===== src/rtl/usb4_tc_noc_fifo_ctrl_8_25.sv =====
// -----------------------------------------------------------------------------
// usb4_tc_noc_fifo_ctrl_8_25
//
// Show-ahead FIFO controller for an external DEPTH x WIDTH two-port RAM.
// The RAM has a synchronous write port and an asynchronous read port. This
// block drives both RAM ports and presents valid/ready streams on each side.
// Its only state is the two pointers, each with an extra wrap bit, and two
// sticky error flags.
//
// Ports:
//   clk, rst_n      clock; synchronous active-low reset
//   flush           synchronous clear of both pointers (error flags kept)
//   in_valid/ready  producer handshake, in_data is the producer word
//   out_valid/ready consumer handshake, out_data is the head word
//                   (out_data is zero while empty)
//   ram_wen/waddr/wdata   RAM write port (written on the push edge)
//   ram_ren/raddr/rdata   RAM read port (asynchronous read data)
//   count           occupancy, 0..DEPTH
//   afull           count >= AFULL_LVL
//   err_ovf         sticky: in_valid seen while full
//   err_udf         sticky: out_ready seen while empty
// -----------------------------------------------------------------------------
module usb4_tc_noc_fifo_ctrl_8_25 #(
   parameter int DEPTH     = 8,
   parameter int WIDTH     = 25,
   parameter int AW        = 3,
   parameter int AFULL_LVL = 6
) (
   input  logic             clk,
   input  logic             rst_n,
   input  logic             flush,
   input  logic             in_valid,
   input  logic [WIDTH-1:0] in_data,
   output logic             in_ready,
   output logic             out_valid,
   output logic [WIDTH-1:0] out_data,
   input  logic             out_ready,
   output logic             ram_wen,
   output logic [AW-1:0]    ram_waddr,
   output logic [WIDTH-1:0] ram_wdata,
   output logic             ram_ren,
   output logic [AW-1:0]    ram_raddr,
   input  logic [WIDTH-1:0] ram_rdata,
   output logic [AW:0]      count,
   output logic             afull,
   output logic             err_ovf,
   output logic             err_udf
);

   // Threshold held at the pointer-difference width; clamped so an
   // out-of-range level still behaves as "afull only when full".
   localparam int          AFULL_EFF = (AFULL_LVL > DEPTH) ? DEPTH : AFULL_LVL;
   localparam logic [AW:0] AFULL_CNT = (AW+1)'(AFULL_EFF);

   logic [AW:0] wr_ptr_q, wr_ptr_d;
   logic [AW:0] rd_ptr_q, rd_ptr_d;
   logic        err_ovf_q, err_ovf_d;
   logic        err_udf_q, err_udf_d;

   logic empty;
   logic full;
   logic push;
   logic pop;

   // Wrap bit distinguishes full (same slot, different lap) from empty.
   assign empty = (wr_ptr_q == rd_ptr_q);
   assign full  = (wr_ptr_q[AW] != rd_ptr_q[AW]) &&
                  (wr_ptr_q[AW-1:0] == rd_ptr_q[AW-1:0]);

   assign in_ready  = !full;
   assign out_valid = !empty;
   assign push      = in_valid && in_ready;
   assign pop       = out_valid && out_ready;

   assign ram_wen   = push;
   assign ram_waddr = wr_ptr_q[AW-1:0];
   assign ram_wdata = in_data;
   assign ram_ren   = !empty;
   assign ram_raddr = rd_ptr_q[AW-1:0];

   // Modulo subtraction stays correct across any number of wraps.
   assign count = wr_ptr_q - rd_ptr_q;
   assign afull = (count >= AFULL_CNT);

   assign err_ovf = err_ovf_q;
   assign err_udf = err_udf_q;

   // Gate the head word so the RAM's idle read value never leaks out
   // while the FIFO is empty.
   generate
      for (genvar gi = 0; gi < WIDTH; gi++) begin : g_out_gate
         assign out_data[gi] = ram_rdata[gi] & out_valid;
      end
   endgenerate

   always_comb begin
      wr_ptr_d  = wr_ptr_q;
      rd_ptr_d  = rd_ptr_q;
      err_ovf_d = err_ovf_q | (in_valid & full);
      err_udf_d = err_udf_q | (out_ready & empty);
      if (flush) begin
         // Handshakes in the flush cycle are discarded.
         wr_ptr_d = '0;
         rd_ptr_d = '0;
      end else begin
         if (push) wr_ptr_d = wr_ptr_q + 1'b1;
         if (pop)  rd_ptr_d = rd_ptr_q + 1'b1;
      end
   end

   always_ff @(posedge clk) begin
      if (!rst_n) begin
         wr_ptr_q  <= '0;
         rd_ptr_q  <= '0;
         err_ovf_q <= 1'b0;
         err_udf_q <= 1'b0;
      end else begin
         wr_ptr_q  <= wr_ptr_d;
         rd_ptr_q  <= rd_ptr_d;
         err_ovf_q <= err_ovf_d;
         err_udf_q <= err_udf_d;
      end
   end

endmodule


===== config.mk =====
export PLATFORM = sky130hd
export DESIGN_NAME = usb4_tc_noc_fifo_ctrl_8_25
export DESIGN_NICKNAME = d
export VERILOG_FILES = /design/src/rtl/usb4_tc_noc_fifo_ctrl_8_25.sv
export SDC_FILE = /design/constraint.sdc
export NUM_CORES = 1
export LEC_CHECK = 0
export CAP_MARGIN = 20
export CORE_ASPECT_RATIO = 0.5
export CORE_UTILIZATION = 25
export CTS_BUF_LIST = sky130_fd_sc_hd__clkbuf_16
export DETAILED_ROUTE_END_ITERATION = 12
export PLACE_DENSITY = 0.76
export SETUP_SLACK_MARGIN = 0.15
export SYNTH_ARGS = -nofsm -noshare
export SYNTH_HDL_FRONTEND = slang
export SYNTH_SLANG_ARGS = --single-unit

===== constraint.sdc =====
create_clock -name clk -period 1.9 [get_ports clk]
set_clock_uncertainty 0.2 [all_clocks]
set_input_delay 0.285 -clock clk [delete_from_list [all_inputs] [get_ports clk]]
set_output_delay 0.285 -clock clk [all_outputs]
set_load 0.005 [all_outputs]

Figure 1. Cells by drive strength (run 1).
The bar under the picture is 20 µm long.
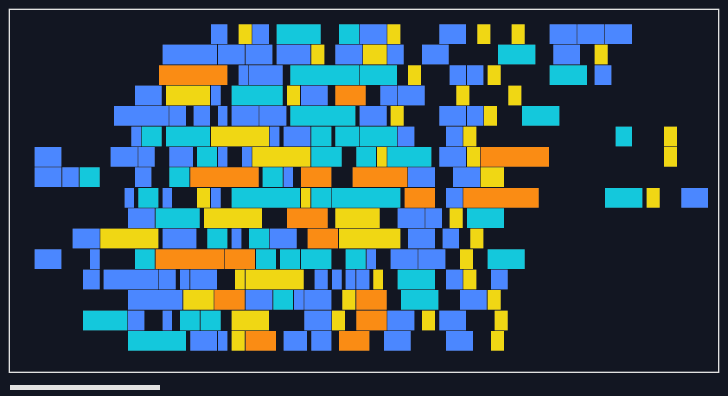
Key: drive 3 to 4 = cyan [cells 44]; drive 6 and up = orange [cells 17]; drive 1 or less = blue [cells 98]; drive 2 = yellow [cells 46]

Figure 2. The clock network (run 1).
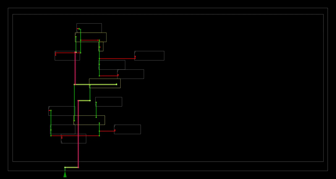
Clock Latency Late Sink: 0.24 ns
clk_buf instances: 3

Figure 3. Pin placement (run 1).
Pins as bars across the die edge, other pins in gray.
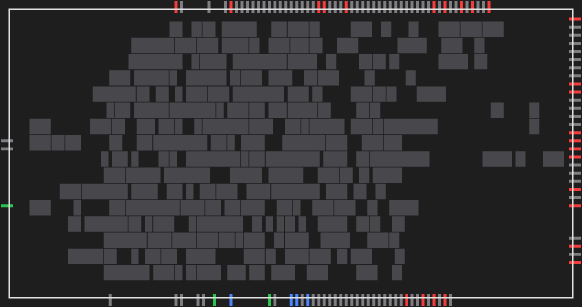
Key: in_data = red [pins 25, direction input, edge 11 right, 10 top, 4 bottom]; ram_waddr = green [pins 3, direction output, edge 2 bottom, 1 left]; count = blue [pins 4, direction output, edge bottom]
All pins by edge: 52 top, 39 bottom, 28 right, 3 left.
port buffer count: 71
vertical extent of the die: 48.10 µm

==> notes.org, run 1 <==
* Flow results

** Min path
- Looking at the hold checks, the worst path lands on err_udf.
- Worst Hold Class :: reg -> reg
- Min-Delay Path Depth :: 2
- Min-Delay Startpoint :: err_udf

** Power
- The highest supply drop recorded on VDD is 288.8 µV.
- The leakage power in the latest report is 0.9423 nW.
- Per the summary, power density relative to cell area is roughly 440 nW/µm².

** Synthesis
- Synthesized-area fraction occupied by and/or/nand/nor cells :: between 20% and 30%
- After synthesis the netlist holds a flip-flop and latch count of 10.
- Mean Syn Cell Area :: around 7.8 µm²
- After technology mapping, the gate count stands at 137.
- For reference, the top logic cell family by area is buffers and inverters.
- Post-synthesis share of cell area spent on full adders, half adders and majority gates :: roughly 8%
- Library cell with the largest summed area after synthesis :: buf_4
- For this design, Yosys synthesis ends with a cell count of around 140.
- Per the synthesis report, the single largest cell type by area occupies between 20% and 30% of cell area.
- Per the synthesis report, the AND-OR/OR-AND share of the synthesized area is under 10%.
- Post-synth area hogs :: buf_4, dfxtp_1, nor2b_1, mux2i_1, ha_1
- Post-synthesis mux area share :: around 7.5%
- Sequential cells were found to cover about a fifth of the synthesized design area.

** Setup path
- Worst setup endpoint :: afull
- In this run the critical register-to-register path is captured at wr_ptr_q[1].
- The critical path in this run is classified as reg -> out.
- Crit path capture type :: primary output
- On the critical path the data arrives at between 1.5 and 2 ns.
- The critical path goes through inv_2 -> ha_4 -> buf_4 -> buf_6 -> nand3b_1 -> and3_4 -> o21ai_1 -> buf_2.
- Highest-delay cell along the critical path :: dfxtp_2
- Setup slack on the worst reg-to-reg path comes out at -0.11 ns.
- STA shows the worst reg2reg path with a cell count of 10.
- Largest stage delay, worst path :: 0.33 ns
- On the critical path the largest part of the delay comes from buffers and inverters.
- Buffers & Inverters on Critical Path :: 4

** Outcome
- The final reports fail on setup timing.
- Run status :: finished with violations

** Final timing
- From the final report, the count of setup violators was given as 35.
- Achievable clock frequency :: 472.0 MHz
- Worst slew pin tran :: ~0.23 ns
- The final timing report gives a worst setup slack of -0.2187 ns.
- In the final report, the number of pins over their slew limit comes to 0.
- Unrepaired setup endpoints after global routing :: true
- Total negative slack for setup checks :: -5.523 ns

** Layout
- Layout Nets :: roughly 270
- The layout has about 360 filler cells.
- Number of diodes added for antenna fixing :: 0
- The area growth from synthesis to layout is 93.17%.

** Global routing
- Global-route total usage across every layer :: 13.66%
- Wire length of the first global-routing pass :: 4.623 mm
- Grt total ovfl :: 0

** Drt
- TritonRoute output was used to compute an average wire per cell of around 14 µm.
- The iteration count recorded for the first detailed-route pass is 4.
- In this run the remaining antenna-violating nets after routing total 0.
- For this block, the initial DRC count from the detailed router was 25.
- Total DRC errors in the routed layout :: 0

** Clocking
- H-tree depth reported by CTS :: 1
- Number of clock buffers inserted by TritonCTS :: 3
- CTS reports a maximum clock tree buffer depth of 2.
- Clock slew seen by the registers of the worst setup and hold paths :: 0.04 ns
- Root Buffer :: clkbuf_16

** Floorplan
- Overall die width :: around 94 µm
- The region available for standard cell placement spans 3984 µm².
- The share of the core area taken by cells at floorplan is about a quarter.
- Pin placement for this block handled between 100 and 150 I/O pins.

** Place
- Placed wire-length estimate :: approximately 2.4 mm
- Post-placement setup slack :: -0.3889 ns
- RePlAce ended its routability-driven mode at a weighted congestion of around 0.76.

** Job
- Log Warnings :: 29
==> run 1: kinds of logic (layout without fill, tap and decap cells) <==
logic type | count (synthesis) | in the layout
AND/OR/NAND/NOR | 55 | 55
buffers and inverters | 44 | 112
AND-OR/OR-AND | 11 | 11
flip-flops | 10 | 10
multiplexers | 8 | 8
adder cells (fa/ha/maj) | 6 | 6
XOR/XNOR | 3 | 3
==> run 1: power breakdown <==
part / total, mW / internal (mW) / switching (mW)
clock network: 0.373 / 0.276 / 0.0977
logic: 0.305 / 0.193 / 0.112
registers: 0.216 / 0.214 / 0.00265
==> run 1: cells in the mapped netlist (all sizes together) <==
cell type,number
buf,37
nor2b,28
nand2,16
dfxtp,10
mux2i,8
inv,7
a21oi,6
ha,5
nand2b,4
a21boi,2
a31oi,2
and3,2
nand4,2
xnor2,2
and2,1
fa,1
nand3b,1
nor2,1
o21ai,1
xor2,1
==> run 1: per-layer routing <==
| metal | share of wire (%) | vias to the layer above | GRT usage [%] | wire length, µm |
|---|---|---|---|---|
| met3 | 4.0 | 18 | 2.492 | 146 |
| met2 | 57 | 30 | 28.26 | 2093 |
| li1 | - | 540 | - | - |
| met4 | 2.8 | 0 | 9.538 | 101 |
| met5 | 0 | - | 0 | 0 |
| met1 | 36 | 532 | 13.43 | 1319 |
==> run 1: cells in the final DEF, fill, tap and decap left out, types with 2 or more instances in the layout <==
cell / synthesis / routed
ha_4: 0 / 3
clkbuf_2: 0 / 2
inv_1: 7 / 3
buf_4: 32 / 19
nand2b_1: 4 / 4
ha_1: 5 / 2
a21oi_4: 0 / 5
mux2i_1: 8 / 7
buf_2: 3 / 28
nand2_1: 16 / 16
nand4_1: 2 / 2
inv_2: 0 / 4
dfxtp_1: 10 / 4
dfxtp_2: 0 / 5
nor2b_1: 28 / 16
clkbuf_16: 0 / 4
buf_6: 2 / 10
clkdlybuf4s50_1: 0 / 36
nor2b_2: 0 / 2
nor2b_4: 0 / 10
and3_4: 0 / 2
==> run 1: registers in the layout (all words and copies together), names as in the netlist <==
register	flops
err_udf	1
wr_ptr_q	4
err_ovf	1
rd_ptr_q	4
==> run 1: final cells by class <==
type	instances	area, µm²	area share, %
flip-flops and latches	10	210.2	10.24
repair buffers	101	874.6	42.62
inverters	7	28.78	1.402
multi-input cells	83	792.0	38.60
clock inverters	1	3.754	0.1829
clock buffers	3	75.07	3.659
well taps	54	67.56	3.293
==> run 1: worst reg2reg max path: stages (launching register included) <==
cell	delay, ns
dfxtp_2	0.33
inv_2	0.05
ha_4	0.23
and3_4	0.18
buf_4	0.13
buf_6	0.12
a21boi_2	0.14
buf_4	0.13
buf_6	0.08
buf_6	0.10
mux2i_1	0.23
==> run 1: through the flow <==
stage	cells	area (µm²)	util [%]	power [mW]
after floorplan	137	1136	-	0.3592
after global placement	244	1779	44.66	0.4643
after detailed placement	244	1779	44.66	0.4690
after CTS	256	1899	47.68	0.8596
after global routing	259	2052	51.51	0.9315
final	259	2052	51.51	0.8945
==> run 1: what timing repair did <==
item                                    4_1_cts  5_1_grt
endpoints found under the setup margin       37       43
pin swaps                                     7        6
resized                                     157       26
setup buffers                                 7        2
gates cloned                                  1        1
==> inputs of run 2 (changes only) <==
- GPL_TIMING_DRIVEN: unset -> 1
Figure 4. The clock network (run 2).
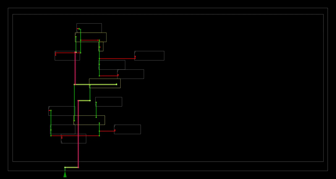
number of sinks driven by the clock tree: 10
count of sequential standard cells: 10
Clock net power: 0.373 mW
number of clock buffers inserted by TritonCTS: 3

==> notes.org, run 2 <==
* Flow results

** Synthesis
- After synthesis, flip-flops and latches occupy between 10% and 20% of the total area.
- Top cell type's share of synthesized area :: roughly 23%
- The main area contributors are buf_4, dfxtp_1, nor2b_1, mux2i_1, ha_1.
- Sorting the synthesis cell report by count puts at the top buf_4.
- Commonest cells in the synthesized netlist :: buf_4, nor2b_1, nand2_1, dfxtp_1, mux2i_1
- Post-synthesis register bit count :: 10
- Proportion of register bits with asynchronous set or reset after synthesis :: 0%
- In this run, synthesis inferred 0 flip-flops with an integrated enable.
- Leading register cell type out of synthesis :: dfxtp_1
- A synthesized cell averages between 7 and 8 µm².
- Number of cell instances after yosys synthesis :: ~140

** Layout
- Registers take approximately 210 µm².
- Biggest registers after layout :: rd_ptr_q x4, wr_ptr_q x4
- Area Overhead vs Synth :: 93.17%
- Layout Nets :: around 270
- By instance count after routing, the leading logic cell types are clkdlybuf4s50_1, buf_2, buf_4.
- Number of diodes added for antenna fixing :: 0
- Total area of multi-input combinational cells :: just under 800 µm²
- Leaving out fill and tap cells, the most frequent cell in the layout is clkdlybuf4s50_1.
- Cells fill a little over 50% of the core in the end.

** Drt
- In this run the remaining antenna-violating nets after routing total 0.
- Initial drt markers :: 25
- The highest layer touched by signal routing is met4.
- Per the detail_route report, DRC violations left total 0.
- Detailed routing placed a total of between 100 and 150 µm of wire on met3.
- Iteration tally of the first detailed-router pass :: 4
- In the final routed layout, each cell accounts on average for approximately 14 µm.
- Per the detail_route log, met2 wirelength is ~2.1 mm.

** Final timing
- Post-route setup slack :: -0.2187 ns
- The flow reports an fmax of between 400 and 500 MHz.
- Worst slew pin tran :: ~0.23 ns
- Number of pins exceeding their max-slew limit in the final report :: 0
- The final report lists the setup-violating endpoint count as 35.
- Unrepaired setup endpoints after global routing :: true

** Floorplan
- Area of the placeable core :: approximately 4000 µm²
- Vertical extent of the die :: 48.10 µm
- During I/O placement, the number of pins put on the boundary was 122.

** Clocking
- Clock Latency Late Sink :: around 0.24 ns
- CTS built an H-tree with a depth of 1.
- The registers of the reported paths see a clock transition of about 0.040 ns.
- Per the CTS log, the root buffer master is clkbuf_16.

** Job
- The logs give a warning total of 29.

** Power
- Static Leakage :: around 0.94 nW
- The report lists the power per cell area as roughly 440 nW/µm².

** Place
- Post-placement setup slack :: -0.3889 ns
- Placed wire-length estimate :: between 2 and 2.5 mm
- The congestion estimate from routability-driven global placement came to approximately 0.76.

** Outcome
- The flow ran to the end, but the final reports show violations.
- The checks that failed: setup timing.

** Setup path
- Slack of the worst reg-to-reg path :: -0.11 ns
- Worst setup endpoint :: afull
- Destination of the worst register-to-register timing path :: wr_ptr_q[1]
- Data arrives at the worst endpoint at between 1.5 and 2 ns.
- Logic depth along the worst register-to-register path is recorded as 10.

** Global routing
- For this run, the total global-route usage over all layers was measured as between 10% and 20%.

** Min path
- Worst Hold Class :: reg -> reg
Figure 5. Pin placement (run 2).
Pins as bars across the die edge, other pins in gray.
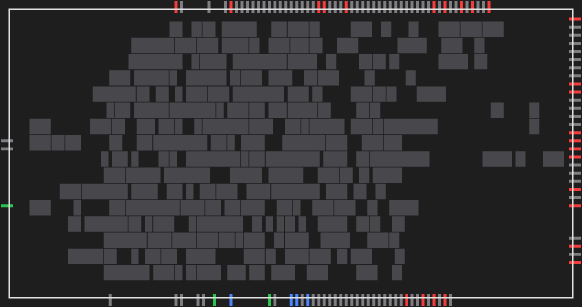
Key: ram_waddr = green [pins 3, direction output, edge 2 bottom, 1 left]; in_data = red [pins 25, direction input, edge 11 right, 10 top, 4 bottom]; count = blue [pins 4, direction output, edge bottom]

## run 2: cell counts in the layout (fill, tap and decap cells not counted)
No cell type changed its count.
## run 2: timing repair
| action | in CTS | in global routing |
|---|---|---|
| resized | 157 | 26 |
| endpoints found under the setup margin | 37 | 43 |
| endpoints found under the hold margin | 0 | 0 |
| gates cloned | 1 | 1 |
| buffers inserted | 7 | 2 |
| pin swaps | 7 | 6 |
| hold buffers | 0 | 0 |
## run 2: cell families (layout without fill, tap and decap cells)
| family | Yosys count | in the layout | synth area share [%] |
|---|---|---|---|
| DFF | 10 | 10 | 18.85 |
| buffers and inverters | 44 | 112 | 28.62 |
| adders and majority gates | 6 | 6 | 7.774 |
| muxes | 8 | 8 | 7.539 |
| AOI/OAI and AO/OA | 11 | 11 | 6.242 |
| and+or+nand+nor | 55 | 55 | 28.50 |
| xor gates and xnor gates | 3 | 3 | 2.474 |
## run 2: critical path, cell delays in order (launching register included)
cell and delay, ns:
dfxtp_2 0.33, inv_2 0.05, ha_4 0.26, buf_4 0.10, buf_6 0.11, nand3b_1 0.11, and3_4 0.20, o21ai_1 0.11
buf_2 0.13
## run 2: through the flow
step                instance area [µm²]  total power [mW]  cells  TNS, ns
finish                             2052            0.8945    259   -5.523
global route                       2052            0.9315    259   -7.485
CTS                                1899            0.8596    256   -5.145
detailed placement                 1779            0.4690    244   -10.16
global placement                   1779            0.4643    244   -9.253
floorplan                          1136            0.3592    137  -0.9627
## run 2: layout make-up
| cell class | count | area share, % |
|---|---|---|
| timing repair buffer | 101 | 42.62 |
| multi-input combinational | 83 | 38.60 |
| sequential | 10 | 10.24 |
| clock buffer | 3 | 3.659 |
| tap | 54 | 3.293 |
| inverter | 7 | 1.402 |
| clock inverter | 1 | 0.1829 |
## run 2: report_power, final
group	total (mW)	internal, mW	switching (mW)
logic	0.305	0.193	0.112
registers	0.216	0.214	0.00265
clock network	0.373	0.276	0.0977
total	0.895	0.682	0.212
## run 2: worst min-delay path by stage
| stage | startpoint | endpoint | slack, ns | cells after the start |
|---|---|---|---|---|
| 2_1_floorplan | rst_n | err_ovf | 0.21 | 1 |
| 3_3_place_gp | err_ovf | err_ovf | 0.27 | 2 |
| 3_5_place_dp | err_ovf | err_ovf | 0.28 | 2 |
| 4_1_cts | err_ovf | err_ovf | 0.29 | 2 |
| 5_1_grt | err_ovf | err_ovf | 0.36 | 2 |
| 6_report | err_udf | err_udf | 0.30 | 2 |
## run 2: metal layers
| metal | global-route usage [%] | up-vias |
|---|---|---|
| li1 | - | 540 |
| met1 | 13.43 | 532 |
| met2 | 28.26 | 30 |
| met3 | 2.492 | 18 |
| met4 | 9.538 | 0 |
| met5 | 0 | - |
Power and IR drop assume default switching activity.
